<file path="config.mk">
export PLATFORM = sky130hd
export DESIGN_NAME = toggle_arbiter
export DESIGN_NICKNAME = d
export VERILOG_FILES = /design/src/rtl/toggle_arbiter.sv
export SDC_FILE = /design/constraint.sdc
export NUM_CORES = 1
export LEC_CHECK = 0
export ABC_AREA = 1
export CAP_MARGIN = 20
export CORE_ASPECT_RATIO = 0.6
export CORE_UTILIZATION = 50
export DETAILED_ROUTE_END_ITERATION = 10
export PLACE_DENSITY_LB_ADDON = 0.05
export SYNTH_ARGS = -nofsm -noshare
export SYNTH_HDL_FRONTEND = slang
export SYNTH_SLANG_ARGS = --single-unit
</file>
<file path="constraint.sdc">
create_clock -name clk -period 2.6 [get_ports clk]
set_clock_uncertainty 0.15 [all_clocks]
set_input_delay 0.52 -clock clk [delete_from_list [all_inputs] [get_ports clk]]
set_output_delay 0.52 -clock clk [all_outputs]
set_load 0.02 [all_outputs]
</file>
<file path="src/rtl/toggle_arbiter.sv">
// Round-robin arbiter granting NREQ requesters one toggle per cycle on a shared T flip-flop bank.
// Optional macro TOGGLE_ARB_LOCK_EN adds a per-bit lock input and a per-requester nack output.
module toggle_arbiter #(
    parameter int NREQ  = 4,
    parameter int WIDTH = 8,
    parameter int IDXW  = 3
) (
    input  logic                 clk,
    input  logic                 rst,
    input  logic                 en,
    input  logic [NREQ-1:0]      req,
    input  logic [NREQ*IDXW-1:0] idx,
`ifdef TOGGLE_ARB_LOCK_EN
    input  logic [WIDTH-1:0]     lock,
    output logic [NREQ-1:0]      nack,
`endif
    output logic [NREQ-1:0]      gnt,
    output logic [WIDTH-1:0]     q,
    output logic                 busy,
    output logic [15:0]          toggle_cnt
);
    localparam int PW = (NREQ > 1) ? $clog2(NREQ) : 1;

    typedef enum logic {IDLE, GRANT} state_t;

    state_t            state_q, state_d;
    logic [NREQ-1:0]   gnt_q, gnt_d;
    logic [WIDTH-1:0]  q_q, q_d;
    logic [15:0]       cnt_q, cnt_d;
    logic [PW-1:0]     ptr_q, ptr_d;
    logic [NREQ-1:0]   elig;
    logic [NREQ-1:0]   locked;
    logic [NREQ-1:0]   in_range;
    logic [IDXW-1:0]   idx_a [NREQ];
    logic [PW-1:0]     cand, wsel;
    logic              found;
`ifdef TOGGLE_ARB_LOCK_EN
    logic [NREQ-1:0]   nack_q, nack_d;
`endif

    for (genvar g = 0; g < NREQ; g++) begin : g_slot
        assign idx_a[g]    = idx[g*IDXW +: IDXW];
        // Indices past the bank still win grants but address no flip-flop.
        assign in_range[g] = (int'(idx_a[g]) < WIDTH);
`ifdef TOGGLE_ARB_LOCK_EN
        assign locked[g]   = in_range[g] & lock[idx_a[g]];
`else
        assign locked[g]   = 1'b0;
`endif
    end

    always_comb begin
        elig    = req & {NREQ{en}} & ~gnt_q & ~locked;
        state_d = IDLE;
        gnt_d   = '0;
        q_d     = q_q;
        cnt_d   = cnt_q;
        ptr_d   = ptr_q;
        found   = 1'b0;
        wsel    = '0;
        cand    = '0;
        for (int k = 0; k < NREQ; k++) begin
            cand = PW'((int'(ptr_q) + k) % NREQ);
            if (!found && elig[cand]) begin
                found = 1'b1;
                wsel  = cand;
            end
        end
        if (found) begin
            state_d     = GRANT;
            gnt_d[wsel] = 1'b1;
            cnt_d       = cnt_q + 16'd1;
            ptr_d       = PW'((int'(wsel) + 1) % NREQ);
            if (in_range[wsel]) begin
                q_d[idx_a[wsel]] = ~q_q[idx_a[wsel]];
            end
        end
    end

`ifdef TOGGLE_ARB_LOCK_EN
    assign nack_d = req & {NREQ{en}} & locked;
`endif

    always_ff @(posedge clk) begin
        if (!rst) begin
            state_q <= IDLE;
            gnt_q   <= '0;
            q_q     <= '0;
            cnt_q   <= '0;
            ptr_q   <= '0;
`ifdef TOGGLE_ARB_LOCK_EN
            nack_q  <= '0;
`endif
        end else begin
            state_q <= state_d;
            gnt_q   <= gnt_d;
            q_q     <= q_d;
            cnt_q   <= cnt_d;
            ptr_q   <= ptr_d;
`ifdef TOGGLE_ARB_LOCK_EN
            nack_q  <= nack_d;
`endif
        end
    end

    assign gnt        = gnt_q;
    assign q          = q_q;
    assign toggle_cnt = cnt_q;
    assign busy       = (state_q == GRANT);
`ifdef TOGGLE_ARB_LOCK_EN
    assign nack       = nack_q;
`endif

endmodule

</file>
==> run_1/congestion.png <==
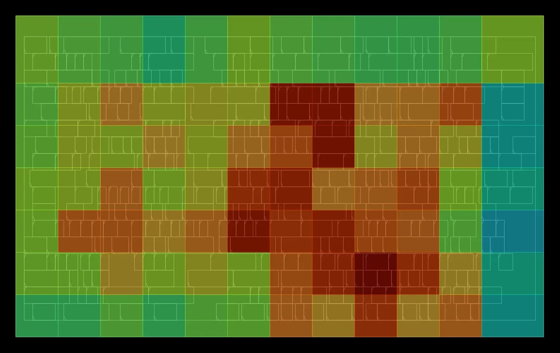
met3 usage: 6.46%
M2 GR Usage: 38.9%
busiest grt layer: met2
wire per inst: 15.1 µm

==> run_1/logic_types.png <==
The bar under the picture is 20 µm long.
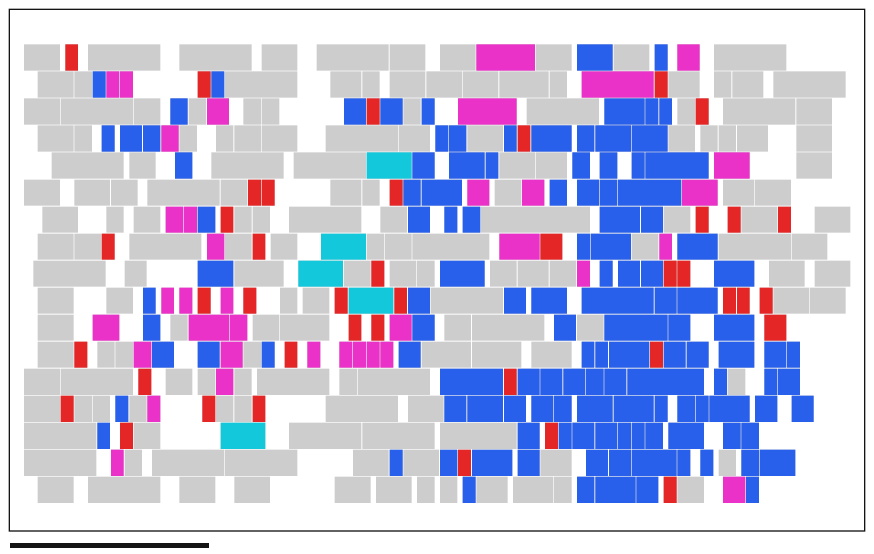
legend:
  magenta:
    family: nor cells
    cells: 36
    most_used: nor2_1
  blue:
    family: nand cells
    cells: 126
    most_used: nand2_1
    where: spread over the die
  cyan:
    family: fa/ha/maj cells
    cells: 5
    most_used: ha_1
    where: centre
  red:
    family: inv cells
    cells: 41
    most_used: inv_1
multi-input combinational area share: 46.1%
fin cells: 427
dominant logic cell type in the layout: clkdlybuf4s50_1

==> flow_metrics.env, run 1 <==
# yosys + openroad results
export IMPL_final_nets=393
export IMPL_fp_util_pct=55.0
export IMPL_holdPathStages=2
export IMPL_vias_per_cell=5.51
export IMPL_maxPowerGroup="combinational logic"
export IMPL_grt_use_total_pct=26.1
export IMPL_fin_ws_ps=-154
export IMPL_nNonClkBuffers=77
export IMPL_remaining_drc_errors=0
export IMPL_synth_seq_share_pct=29.3
export IMPL_violations="setup timing"
export IMPL_min_path_type="register to register"
export IMPL_whs_endpoint="toggle_cnt[1]"
export IMPL_seqCellArea_um2=623
export IMPL_edf_count=0
export IMPL_ys_ff=31
export IMPL_cts_setup_buffers=2
export IMPL_startpoint_type="input pin"
export IMPL_dp_hpwl_mm=4.03
export IMPL_cp_depth=18
export IMPL_topCombFamilyByArea="simple AND/OR/NAND/NOR gates"
export IMPL_holdWs_ps=346
export IMPL_final_antenna_net_count=0
export IMPL_comb_cells=213
export IMPL_syn_inst=291
export IMPL_placed_cells=412
export IMPL_grt_max_degree=21
export IMPL_cp_common_cell="nand2_2"
export IMPL_syn_num_nets=315
export IMPL_synthAoiAreaFrac_pct=11.6
export IMPL_die_area_um2=4500
export IMPL_endpoint="q[1]"
export IMPL_status="complete, but fails checks"
export IMPL_min_from="toggle_cnt[1]"
export IMPL_fillers=254
export IMPL_critPathLaunch="req[2]"
export IMPL_cp_top_family="simple AND/OR/NAND/NOR gates"
export IMPL_largest_reg_flops=16
export IMPL_setup_violations=8
export IMPL_reg2reg_depth=17
export IMPL_arrival_ps=2780
export IMPL_drt_iter0_markers=189
export IMPL_maxCapViolCount=0
export IMPL_postCtsHoldBufs=0
export IMPL_cts_tree="built"
export IMPL_grt_pass1_wl_mm=8.94
export IMPL_crit_fanout=8
export IMPL_flops=31
export IMPL_clock_area_share_pct=3.61
export IMPL_max_freq_mhz=363
export IMPL_synthDominantCellAreaShare_pct=29.3
export IMPL_inv_count=41
export IMPL_clock_buffers=5
export IMPL_p_comb_share_pct=76.1
export IMPL_grt_overflow=0
export IMPL_antenna_cells=0
export IMPL_slew_headroom_pct=70.2
export IMPL_seq_power_uw=671
export IMPL_ctsLongestPathBuffers=2
export IMPL_required_ps=2630
==> run_1/power_grid.png <==
Pins as bars on the die edge.
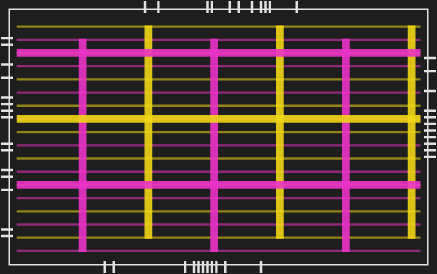
legend:
  magenta:
    net: VSS
  yellow:
    net: VDD
met1 rails: 18
met5 straps: 3
met4 straps: 6
signal pins: 48
rows: 17
Die X: 86.0 µm
Die Y: 52.4 µm
IR drop worst, VDD: 0.000682 V
CORE AREA: 3850 µm²

==> run_1/layer_met1.png <==
The bar under the picture is 20 µm long. Supply wires on this layer in grey.
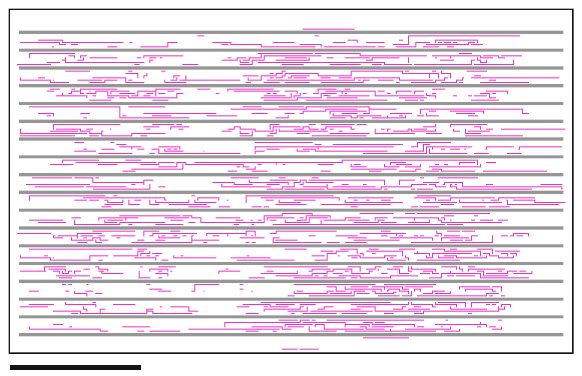
share of all routed wire: 46%
wire length on this layer: 2960 µm
nets with wire on the layer: 348
longest straight run: 26.2 µm
main direction: horizontal
GR Layer Usage met1: 36.7%
vias: 2353
Post-Route WL: 6.46 mm

run 1: cells in the final DEF, fill, tap and decap left out, types with 5 or more instances in the layout:
| master | instances |
|---|---|
| nor2_1 | 15 |
| nor2_2 | 7 |
| clkdlybuf4s50_1 | 42 |
| buf_4 | 25 |
| clkbuf_8 | 5 |
| dfxtp_1 | 29 |
| a21oi_1 | 15 |
| nor3_1 | 6 |
| nand2_4 | 14 |
| nand4_1 | 13 |
| a21oi_2 | 8 |
| nand2_2 | 25 |
| o21ai_0 | 17 |
| nand3_1 | 22 |
| nand2_1 | 33 |
| inv_1 | 37 |
| ha_1 | 5 |
| nand3_2 | 11 |
run 1: layer usage:
metal	vias up	track usage, %	part of all wire, %
li1	1127	-	-
met1	1089	36.7	46
met2	118	38.9	43
met3	19	6.46	8.4
met4	0	9.17	2.4
met5	-	0	0
--- run 2 (diff from run 1) ---
Settings changed: CORE_ASPECT_RATIO 0.6 to unset.
==> run_2/logic_types.png <==
The bar under the picture is 20 µm long.
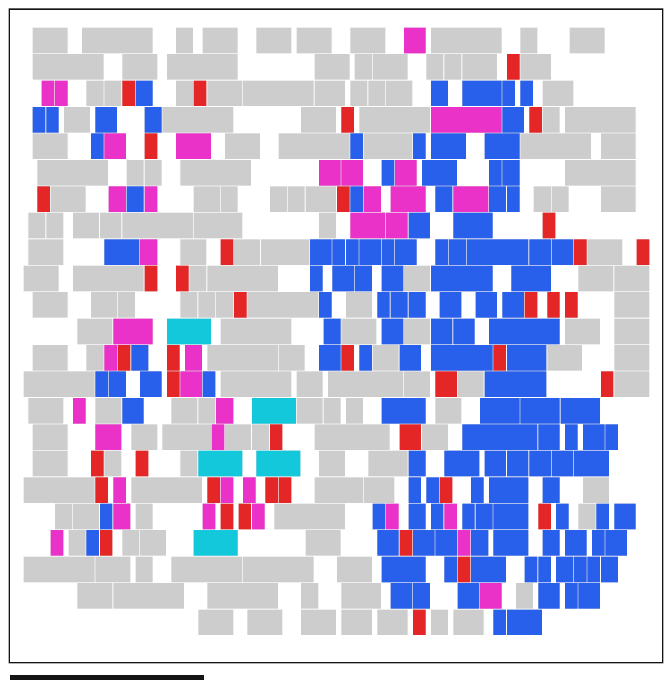
legend:
  blue:
    family: nand cells
    cells: 126
    most_used: nand2_1
    where: spread over the die
  cyan:
    family: fa/ha/maj cells
    cells: 5
    most_used: ha_1
  red:
    family: inv cells
    cells: 41
    most_used: inv_1
    where: spread over the die
  magenta:
    family: nor cells
    cells: 36
    most_used: nor2_1
multi-input combinational area share: 46.0%
fin cells: 415

==> run 2 against run 1 <==
Net effect: the flow now finishes without violations; worst hold slack lost 2.3 ps; count of clock-buffer cells in the layout stayed put; first-iteration DRC count decreased by 69%; non-clock buffer count decreased by 5; sequential cell count unchanged; combinational power is 19% lower; die area down 0.19%; maximum frequency up 11%; core utilization fell by 8.1 points; clock power decreased by 23%; sequential power shrank 1%; largest cell class unchanged.
==> flow_metrics.env, run 2 <==
# yosys + openroad results
export IMPL_remaining_drc_errors=0
export IMPL_syn_inst=291
export IMPL_ctsLongestPathBuffers=2
export IMPL_cts_tree="built"
export IMPL_min_path_type="register to register"
export IMPL_dp_hpwl_mm=3.75
export IMPL_vias_per_cell=5.15
export IMPL_synth_seq_share_pct=29.3
export IMPL_p_comb_share_pct=74.3
export IMPL_endpoint="q[7]"
export IMPL_topCombFamilyByArea="simple AND/OR/NAND/NOR gates"
export IMPL_cts_resized=9
export IMPL_dr_max_layer_used="met4"
export IMPL_die_h_um=67.1
export IMPL_arrival_ps=2550
export IMPL_mostFrequentLayoutCell="clkdlybuf4s50_1"
export IMPL_mostFrequentLayoutCells="clkdlybuf4s50_1 (42), nand2_1 (41), inv_1 (37)"
export IMPL_synthDominantCellAreaShare_pct=29.3
export IMPL_antenna_cells=0
export IMPL_grt_max_degree=14
export IMPL_crit_fanout=8
export IMPL_tightestPinTransition_ps=398
export IMPL_holdWs_ps=344
export IMPL_required_ps=2660
export IMPL_grt_util_met3_pct=4.11
export IMPL_rsz0062_at_grt="yes"
export IMPL_die_area_um2=4500
export IMPL_postCtsHoldBufs=0
export IMPL_die_w_um=67.1
export IMPL_clock_latency_ps=290
export IMPL_final_nets=388
export IMPL_wl_met3_um=229
export IMPL_edf_count=0
export IMPL_use_met2_pct=39.5
export IMPL_cp_depth=18
export IMPL_grt_overflow=0
export IMPL_grt_use_total_pct=24.2
export IMPL_dp_slack_ps=-487
export IMPL_wl_met2_mm=2.40
export IMPL_wl_met1_mm=2.48
export IMPL_reg2reg_depth=15
export IMPL_max_freq_mhz=403
export IMPL_ys_ff=31
export IMPL_final_util_pct=72.9
export IMPL_status="completed"
export IMPL_vias=2137
export IMPL_core_area_um2=4030
export IMPL_synthAoiAreaFrac_pct=11.6
export IMPL_worst_ir_drop_vdd_v=0.000662
export IMPL_cts_setup_buffers=4
export IMPL_placed_cells=401
export IMPL_startpoint_type="input pin"
export IMPL_critPathLaunch="req[2]"
export IMPL_setup_tns_ps=0
export IMPL_min_from="toggle_cnt[15]"
export IMPL_io_pins=48
export IMPL_place_area_um2=2740
export IMPL_cp_common_cell="nand2_2"
export IMPL_wirelength_mm=5.14
export IMPL_fin_ws_ps=119
export IMPL_fp_util_pct=52.5
export IMPL_wl_per_cell_um=12.4
export IMPL_internal_power_uw=1890
export IMPL_power_leakage_uw=0.00125
export IMPL_whs_endpoint="toggle_cnt[15]"
export IMPL_use_met1_pct=32.7
export IMPL_final_antenna_net_count=0
export IMPL_grt_pass1_wl_mm=8.32
export IMPL_holdPathStages=1
export IMPL_slew_headroom_pct=73.3
export IMPL_setup_violations=0
export IMPL_drt_iter0_markers=59
export IMPL_syn_num_nets=315
export IMPL_gr_max_usage_layer="met2"
export IMPL_largest_reg_flops=16
export IMPL_cp_top_family="simple AND/OR/NAND/NOR gates"
export IMPL_maxCapViolCount=0
export IMPL_htree_levels=2
-- run 2: worst reg2reg max path: cells and delay by family (launching register included) --
family / cells / cell delay [ps]
AND/OR/NAND/NOR: 12 / 1480
flip-flops: 1 / 360
AND-OR/OR-AND: 2 / 230
buffers and inverters: 1 / 160
-- run 2: power groups by stage --
stage               combinational [µW]  sequential, µW  clock [µW]
finish                            3010             661         380
global route                      3320             674         415
CTS                               2840             655         390
detailed placement                2750             663           0
global placement                  2700             663           0
floorplan                         2030             720           0
-- run 2: cell type report --
cell class | instances | area [µm²]
Sequential cell | 31 | 623
Fill cell | 348 | 1090
Timing Repair Buffer | 72 | 653
Clock inverter | 3 | 20.0
Inverter | 41 | 159
Multi-Input combinational cell | 213 | 1350
Tap cell | 50 | 62.6
Clock buffer | 5 | 68.8
--- run 3 (diff from run 2) ---
Settings changed: REMOVE_ABC_BUFFERS set to 1.
==> run_3/layer_met1.png <==
The bar under the picture is 20 µm long. Supply wires on this layer in grey.
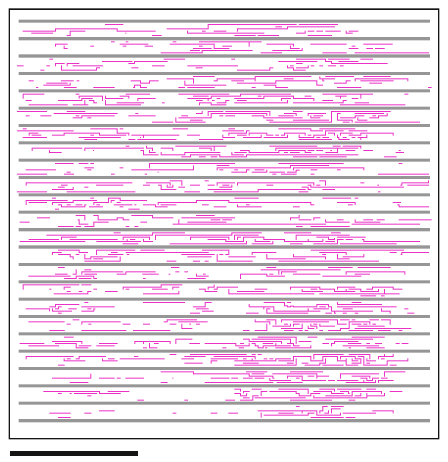
Post-Route WL: 6.46 mm
GR Layer Usage met1: 33.8%
vias: 2350

==> run 3 against run 2 <==
Net effect: maximum frequency is 4.4% lower; global-route usage is 2.2 points higher; cell count is 4.6% higher; sequential share of layout area is 2.1 points lower; total power is 28% higher; register-to-register slack worse by 110 ps; area after synthesis stayed put; critical path type unchanged; largest cell class unchanged.
==> flow_metrics.env, run 3 <==
# yosys + openroad results
export IMPL_fp_util_pct=52.5
export IMPL_grt_use_total_pct=26.4
export IMPL_edf_count=0
export IMPL_htree_levels=2
export IMPL_postCtsHoldBufs=0
export IMPL_crit_fanout=8
export IMPL_clock_area_share_pct=2.61
export IMPL_p_comb_share_pct=80.0
export IMPL_seq_share_pct=19.1
export IMPL_fin_ws_ps=3.56
export IMPL_wl_met3_um=432
export IMPL_place_area_um2=2780
export IMPL_setup_tns_ps=0
export IMPL_wl_per_cell_um=14.9
export IMPL_placed_cells=406
export IMPL_wl_met2_mm=3.12
export IMPL_syn_inst=291
export IMPL_use_met2_pct=42.4
export IMPL_status="completed"
export IMPL_grt_util_met3_pct=5.82
export IMPL_whs_endpoint="toggle_cnt[14]"
export IMPL_gr_max_usage_layer="met2"
export IMPL_tightestPinTransition_ps=430
export IMPL_sh_comb_area_pct=46.4
export IMPL_final_nets=407
export IMPL_bufAreaShareNonClock_pct=24.9
export IMPL_remaining_drc_errors=0
export IMPL_die_w_um=67.1
export IMPL_mostFrequentLayoutCell="clkdlybuf4s50_1"
export IMPL_drt_iter0_markers=222
export IMPL_cp_depth=20
export IMPL_ys_ff=31
export IMPL_dp_slack_ps=-510
export IMPL_seq_power_uw=662
export IMPL_dp_hpwl_mm=3.81
export IMPL_synth_seq_share_pct=29.3
export IMPL_fin_cells=434
export IMPL_cts_tree="built"
export IMPL_io_pins=48
export IMPL_nNonClkBuffers=90
export IMPL_inv_count=41
export IMPL_core_area_um2=4030
export IMPL_cp_top_family="simple AND/OR/NAND/NOR gates"
export IMPL_final_antenna_net_count=0
export IMPL_flops=31
export IMPL_critPathLaunch="en"
export IMPL_die_h_um=67.1
export IMPL_taps=50
export IMPL_synthAoiAreaFrac_pct=11.6
export IMPL_topCombFamilyByArea="simple AND/OR/NAND/NOR gates"
export IMPL_largest_reg_flops=16
export IMPL_vias_per_cell=5.41
export IMPL_setup_violations=0
-- run 3: netlist changes by cell type in the layout (fill, tap and decap cells not counted), moves of 2 or more --
| cell | delta |
|---|---|
| nand2_4 | +9 |
| nor2_4 | +2 |
| nor2_2 | -2 |
| buf_4 | +18 |
| nand2_2 | -2 |
| nand2_1 | -8 |
| a21oi_1 | -4 |
| a21oi_2 | +4 |
| nor3_4 | +3 |
| nand3_1 | -2 |
| nor3_2 | -3 |
-- run 3: worst register-to-register path: stages, from the launching register on --
cell     delay [ps]
dfxtp_2         370
buf_4           170
nand4_1         170
nand3_2         140
nand2_4          90
nand2_4         110
nand2_4          70
nand2_8          90
nand3_4         170
nand2_2         120
nand3_1         130
nand2_4         150
nor2_4           60
nand3_2         100
nand2_4          70
nor2_8          210
a21oi_2          80

## Gallery

Metal 3.
The bar under the picture is 20 µm long.
image #1
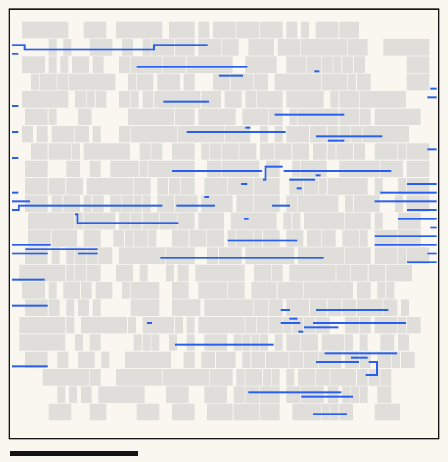
image #2
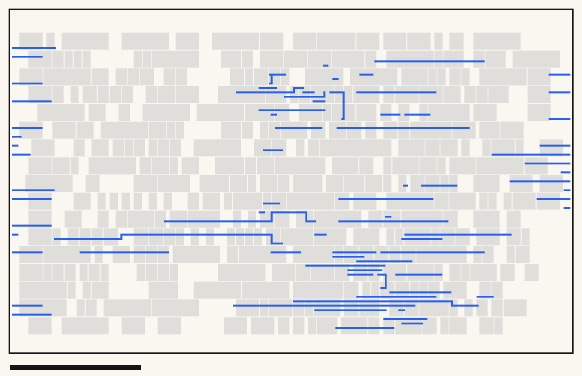
image #3
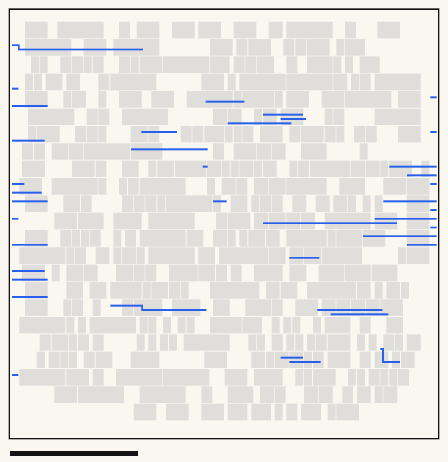
- image #3 = run 2
- image #2 = run 1
- image #1 = run 3

Key to image #3:
share of all routed wire: 4.5%
wire length on this layer: 229 µm
main direction: horizontal
longest straight run: 20.7 µm

Power is estimated from default activity; no workload was simulated.
